==> config.mk <==
export PLATFORM = sky130hd
export DESIGN_NAME = bht_branch_predictor_flat
export DESIGN_NICKNAME = d
export VERILOG_FILES = /design/src/rtl/bht_branch_predictor_if.sv /design/src/rtl/bht_branch_predictor.sv /design/src/flat_wrapper.sv
export SDC_FILE = /design/constraint.sdc
export NUM_CORES = 1
export LEC_CHECK = 0
export CAP_MARGIN = 15
export CORE_ASPECT_RATIO = 0.8
export CORE_MARGIN = 2
export CORE_UTILIZATION = 55
export DETAILED_ROUTE_END_ITERATION = 10
export PLACE_DENSITY_LB_ADDON = 0.3
export SYNTH_ARGS = -nofsm -noshare
export SYNTH_HDL_FRONTEND = slang
export SYNTH_SLANG_ARGS = --single-unit
==> constraint.sdc <==
create_clock -name clk -period 4.5 [get_ports clk]
set_clock_uncertainty 0.05 [all_clocks]
set_input_delay 0.9 -clock clk [delete_from_list [all_inputs] [get_ports clk]]
set_output_delay 0.9 -clock clk [all_outputs]
set_load 0.1 [all_outputs]
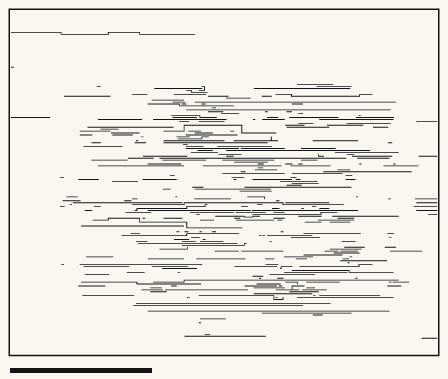
(run_1/layer_met3.png)
The bar under the picture is 50 um long.
nets with wire on the layer	159
main direction	horizontal
longest straight run	84.6 um
wire length on this layer	3510 um
vias: 8323
routed wire length: 29.12 mm
met3 Usage GRT: 11.73%

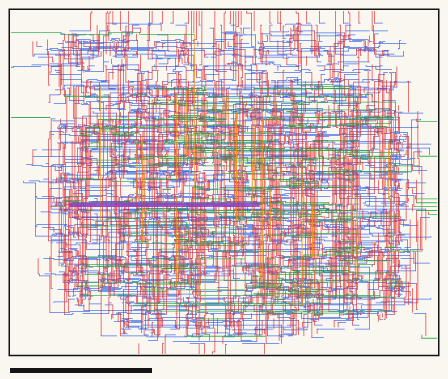
(run_1/wires.png)
The bar under the picture is 50 um long.
colour	layer	wire length
purple	metal 5	65.3 um
green	metal 3	3510 um
orange	metal 4	1230 um
red	metal 2	12700 um
blue	metal 1	11600 um
wire per inst: 23.39 um
GR Util All Layers: 33.44%

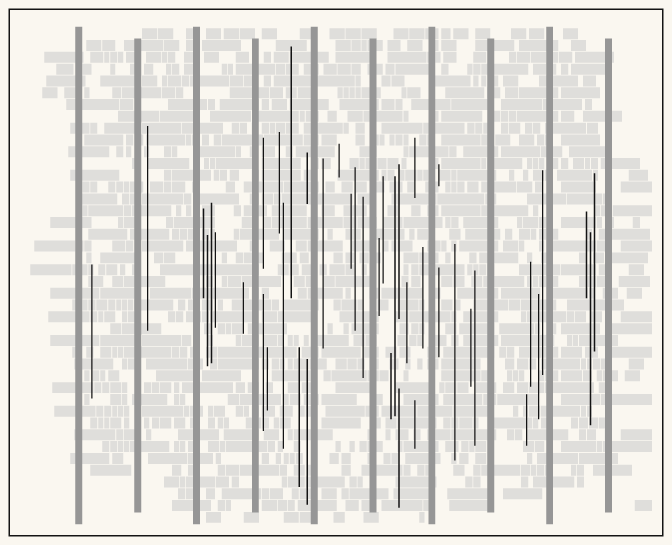
(run_1/layer_met4.png)
Supply wires on this layer in grey.
share of all routed wire	4.2%
nets with wire on the layer	35
main direction	vertical
wire length on this layer	1230 um

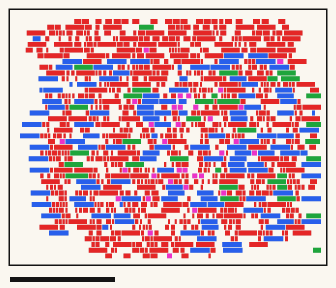
(run_1/sizes.png)
The bar under the picture is 50 um long.
colour	size	cells	share
blue	_2 cells	122	12%
red	_0 and _1 cells	838	82%
magenta	_3 and _4 cells	32	3.1%
green	_6 and larger	33	3.2%
post-route cell area: 10900 um2
Signal buffers: 88
Synth-to-Final Area Change: 15.67%

==> flow_metrics.env, run 1 <==
# source this file to load flow results
export IMPL_crit_required_ps=3550
export IMPL_root_buffer="clkbuf_16"
export IMPL_hold_path_class="flop to flop"
export IMPL_drv_slew=0
export IMPL_die_y_um=121.1
export IMPL_io_pins=108
export IMPL_tool_warnings=80
export IMPL_die_area_um2=18200
export IMPL_layout_drive_gt1_share_pct=18.24
export IMPL_place_ws_ps=4.921
export IMPL_wl_met1_mm=11.61
export IMPL_clk_path_buf_depth=2
export IMPL_numCtsBuffers=17
export IMPL_path_class="input port to output pin"
export IMPL_port_buffers=55
export IMPL_combGateArea_um2=4865
export IMPL_grt_pass1_wl_mm=45.24
export IMPL_max_stage_delay_ps=520
export IMPL_synth_cells_yosys=965
export IMPL_dr_pass1_iters=6
export IMPL_edf_count=0
export IMPL_rows=42
export IMPL_async_reset_ff_share_pct=100.0
export IMPL_tritoncts="done"
export IMPL_whs_ps=431.8
export IMPL_netlist_area_um2=9424
export IMPL_slew_headroom_pct=28.18
export IMPL_drc=0
export IMPL_ys_seq_share_pct=45.19
export IMPL_crit_top_cell="mux4_2"
export IMPL_critPathCaptureType="output pin"
export IMPL_gp_congestion=0.9509
export IMPL_post_cts_setup_buffer_count=0
export IMPL_syn_avg_cell_area_um2=9.766
export IMPL_worstPathMaxFanout=16
export IMPL_htreeDepth=4
export IMPL_yosys_warnings=0
export IMPL_diodes=0
export IMPL_register_area_um2=4259
export IMPL_p_per_area_nw_per_um2=493.9
export IMPL_hold_depth=1
export IMPL_top_layer="met5"
export IMPL_antenna_found_initial=0
export IMPL_final_setup_viol_count=0
export IMPL_crit_arrival_ps=3330
export IMPL_ys_chip_area_um2=9424
export IMPL_status="finished clean"
export IMPL_grt_pass1_vias=7953
export IMPL_cp_top_family="multiplexers"
export IMPL_largest_register_ffs=128
export IMPL_slowest_stage="mux4_2"
-- run 1: cell usage after synthesis, drive strengths merged, types with 5 or more instances --
master | instances | share of area [%]
a211oi | 5 | 0.40
a21oi | 44 | 2.3
a311oi | 15 | 1.4
a31oi | 8 | 0.53
and2 | 6 | 0.40
and3 | 11 | 0.73
buf | 26 | 1.6
clkbuf | 34 | 1.4
dfrtp | 103 | 27
dfstp | 64 | 18
inv | 5 | 0.20
mux2i | 19 | 2.0
mux4 | 46 | 11
nand2 | 123 | 4.9
nand2b | 7 | 0.46
nand3 | 28 | 1.5
nand3b | 39 | 3.1
nand4 | 9 | 0.60
nor2 | 106 | 4.2
nor2b | 8 | 0.53
nor3 | 22 | 1.2
nor3b | 6 | 0.48
nor4 | 7 | 0.53
o211ai | 8 | 0.64
o21a | 6 | 0.48
o21ai | 123 | 6.5
o22ai | 14 | 0.93
o31ai | 7 | 0.56
xnor2 | 25 | 2.3
xor2 | 9 | 0.84
-- run 1: cell usage in the layout (no fill, tap or decap), drive strengths merged, types with 6 or more instances in the layout --
| master | netlist | layout |
|---|---|---|
| nor4 | 7 | 7 |
| a21oi | 44 | 44 |
| o31ai | 7 | 7 |
| o21a | 6 | 6 |
| clkbuf | 34 | 23 |
| nor2 | 106 | 106 |
| nand3b | 39 | 39 |
| clkdlybuf4s50 | 0 | 48 |
| inv | 5 | 7 |
| xor2 | 9 | 9 |
| nand4 | 9 | 9 |
| a311oi | 15 | 15 |
| o22ai | 14 | 14 |
| nand2 | 123 | 123 |
| nand2b | 7 | 7 |
| mux2i | 19 | 19 |
| and2 | 6 | 6 |
| dfrtp | 103 | 103 |
| nor3 | 22 | 22 |
| o211ai | 8 | 8 |
| mux4 | 46 | 46 |
| nor3b | 6 | 6 |
| a31oi | 8 | 8 |
| dfstp | 64 | 64 |
| buf | 26 | 38 |
| o21ai | 123 | 123 |
| nand3 | 28 | 28 |
| nor2b | 8 | 8 |
| and3 | 11 | 11 |
| xnor2 | 25 | 25 |
-- run 1: cells by family (layout without fill, tap and decap cells) --
logic type      count (synthesis)  after routing  share of synthesized area (%)
compound gates                245            245                          15.14
xor+xnor                       34             34                          3.160
fa+ha+maj                       5              5                         0.6373
buf+inv                        65            125                          3.200
flops                         167            167                          45.19
mux                            66             66                          13.13
simple gates                  383            383                          19.54
-- run 1: timing repair --
item / CTS / global route
hold buffers: 0 / 0
setup endpoints to repair: 0 / 1
hold endpoints to repair: 0 / 0
gates resized: 0 / 1
-- run 1: layout make-up --
cell class              count  share of cell area [%]
clock buffers              22                   4.350
inverters                   5                  0.1722
flip-flops and latches    167                   39.07
clock inverters            10                   1.090
repair buffers             88                   8.161
multi-input cells         733                   44.63
well taps                 220                   2.525
-- run 1: metrics by stage --
step	std cells	area [um2]	total power, uW
final	1245	10900	5383
after global placement	1212	10280	3806
after floorplan	965	9425	3349
after global routing	1245	10900	5610
after CTS	1244	10870	5342
after detailed placement	1212	10280	3852
-- run 1: power breakdown --
group / internal, uW / leakage, uW / switching, uW / total, uW
logic: 543 / 0.00175 / 1050 / 1600
registers: 2010 / 0.00207 / 279 / 2290
clock network: 865 / 0.000283 / 631 / 1500
total: 3420 / 0.00410 / 1960 / 5380
==> run 2, diff against run 1 <==
--- a/config.mk
+++ b/config.mk
@@ -5,7 +5,7 @@
 export SDC_FILE = /design/constraint.sdc
 export NUM_CORES = 1
 export LEC_CHECK = 0
-export CAP_MARGIN = 15
+export ABC_CLOCK_PERIOD_IN_PS = 4500
 export CORE_ASPECT_RATIO = 0.8
 export CORE_MARGIN = 2
 export CORE_UTILIZATION = 55
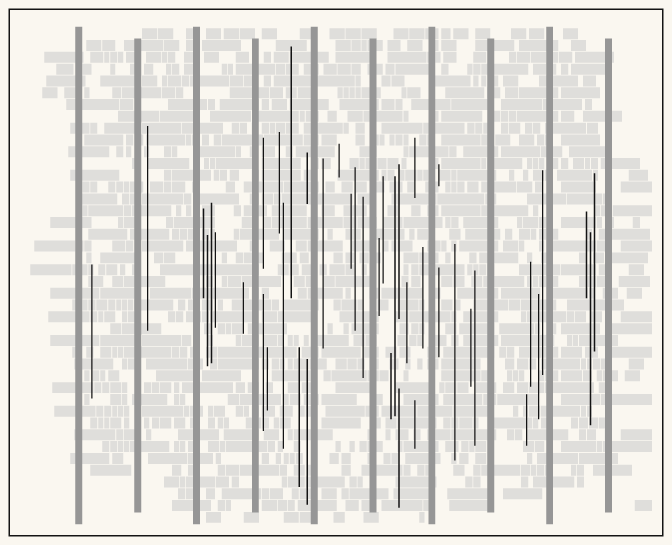
(run_2/layer_met4.png)
Supply wires on this layer in grey.
longest straight run	57.8 um
share of all routed wire	4.2%

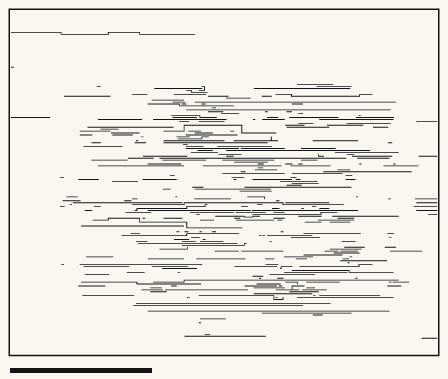
(run_2/layer_met3.png)
The bar under the picture is 50 um long.
wire length on this layer	3510 um
nets with wire on the layer	159
main direction	horizontal
share of all routed wire	12%

==> run 2 against run 1 <==
Compared with the run above: global-route usage stayed put; highest routed layer unchanged; clock-buffer cell count stayed put; first-iteration DRC count stayed put; combinational power hardly changed; critical path depth stayed put; hold slack stayed put; largest power group unchanged; via count stayed put; area after synthesis stayed put; final area stayed put; clock power hardly changed.
==> flow_metrics.env, run 2 <==
# source this file to load flow results
export IMPL_register_area_um2=4259
export IMPL_timing_setup_tns_ps=0
export IMPL_numCtsBuffers=17
export IMPL_drc=0
export IMPL_tool_warnings=80
export IMPL_wl_per_cell_um=23.39
export IMPL_finalHoldViolCount=0
export IMPL_drv_slew=0
export IMPL_num_vias=8323
export IMPL_yosys_warnings=0
export IMPL_syn_avg_cell_area_um2=9.766
export IMPL_yosysUniqueCellTypes=56
export IMPL_flop_cell="dfrtp_1"
export IMPL_yosys_cell_count_top_type="nand2_1"
export IMPL_grtUsageTotal_pct=33.44
export IMPL_p_per_area_nw_per_um2=493.9
export IMPL_clk_path_buf_depth=2
export IMPL_htreeDepth=4
export IMPL_irDropWorstVdd_mv=0.2968
export IMPL_ys_chip_area_um2=9424
export IMPL_dp_hpwl_mm=19.34
export IMPL_critPathCaptureType="output pin"
export IMPL_tritoncts="done"
export IMPL_diodes=0
export IMPL_core_area_um2=16660
export IMPL_grt_pass1_wl_mm=45.24
export IMPL_grt_max_degree=101
export IMPL_cts_hold_buffers=0
export IMPL_crit_arrival_ps=3330
export IMPL_overflow=0
export IMPL_slew_headroom_pct=28.18
export IMPL_root_buffer="clkbuf_16"
export IMPL_area_growth_pct=15.67
export IMPL_synth_cells_yosys=965
export IMPL_grt_pass1_vias=7953
export IMPL_layout_top_cell="nand2_1"
export IMPL_ys_seq_share_pct=45.19
export IMPL_edf_count=0
export IMPL_fin_nets=1088
export IMPL_combGateArea_um2=4865
export IMPL_yosysTopAreaCell="dfrtp_1"
export IMPL_reg2reg_slack_ps=1620
export IMPL_worstPathMaxFanout=16
export IMPL_synth_top_area_share_pct=27.35
export IMPL_die_y_um=121.1
export IMPL_crit_required_ps=3550
export IMPL_place_area_um2=10280
export IMPL_port_buffers=55
export IMPL_dr_pass1_iters=6
export IMPL_async_reset_ff_share_pct=100.0
export IMPL_dp_cells=1212
export IMPL_drt_total_wl_mm=29.12
export IMPL_synthTopCellsByCount="123 x nand2_1, 122 x o21ai_0, 106 x nor2_1"
export IMPL_antenna_found_initial=0
export IMPL_tightest_slew_ps=1069
export IMPL_synth_top_cells_by_area="dfrtp_1 27%, dfstp_2 18%, mux4_2 11%, o21ai_0 6.5%, nand2_1 4.9%"
export IMPL_cp_start_kind="input port"
export IMPL_rows=42
export IMPL_clock_sinks=167
export IMPL_drv_cap=0
export IMPL_status="finished clean"
export IMPL_netlist_area_um2=9424
export IMPL_gp_congestion=0.9509
export IMPL_finalNonFillerCells=1245
export IMPL_hold_path_class="flop to flop"
export IMPL_layout_drive_gt1_share_pct=18.24
export IMPL_die_area_um2=18200
export IMPL_synth_seq_cells=167
export IMPL_num_fill_cells=1297
export IMPL_path_class="input port to output pin"
export IMPL_fp_dieW_um=150.4
export IMPL_fmax_mhz=233.5
export IMPL_io_pins=108
export IMPL_final_cell_mix="123 x nand2_1, 122 x o21ai_0, 106 x nor2_1"
export IMPL_routed_via_density=6.685
export IMPL_fin_area_um2=10900
export IMPL_period_minus_slack_ps=4282
export IMPL_final_period_utilization_pct=95.16
export IMPL_largest_register_ffs=128
export IMPL_final_setup_viol_count=0
export IMPL_hold_depth=1
[run 2: cell counts after synthesis]
Identical to the previous run, type by type.
[run 2: cell type report]
cell class / instances / area share, %
sequential: 167 / 39.07
inverter: 5 / 0.1722
clock inverter: 10 / 1.090
tap: 220 / 2.525
multi-input combinational: 733 / 44.63
timing repair buffer: 88 / 8.161
clock buffer: 22 / 4.350
[run 2: cells by family after synthesis]
family / Yosys count / share of synthesized area [%]
compound gates: 245 / 15.14
xor+xnor: 34 / 3.160
fa+ha+maj: 5 / 0.6373
buf+inv: 65 / 3.200
flops: 167 / 45.19
mux: 66 / 13.13
simple gates: 383 / 19.54
[run 2: power breakdown]
| part | internal (uW) | total (uW) | leakage [uW] | switching [uW] |
|---|---|---|---|---|
| sequential | 2010 | 2290 | 0.00207 | 279 |
| clock | 865 | 1500 | 0.000283 | 631 |
| combinational | 543 | 1600 | 0.00175 | 1050 |
| total | 3420 | 5380 | 0.00410 | 1960 |
[run 2: worst max-delay path, stage by stage]
cell and delay (ps):
clkdlybuf4s50_1 510, buf_12 170, mux4_2 310, mux4_2 520, mux4_2 490, and3b_2 240, buf_12 160
[run 2: layer usage]
layer	track usage [%]	wire, um	vias to the layer above
li1	-	-	3632
met1	46.32	11610	4049
met2	47.19	12700	537
met3	11.73	3508	103
met4	15.09	1228	2
met5	2.647	65	-
[run 2: stage by stage]
stage	power, uW	util (%)	hold WS [ps]	setup WS (ps)
detailed placement	3852	61.71	419.7	4.921
floorplan	3349	-	433.9	94.43
global route	5610	65.43	449.0	193.3
finish	5383	65.43	431.8	217.9
global placement	3806	61.71	411.6	9.463
CTS	5342	65.27	431.4	0.1537
[run 2: timing repair]
action,in CTS,in global routing
endpoints found under the hold margin,0,0
endpoints found under the setup margin,0,1
resized,0,1
buffers inserted,0,0
Power figures rest on the tool's default switching activity, not on a simulated workload.
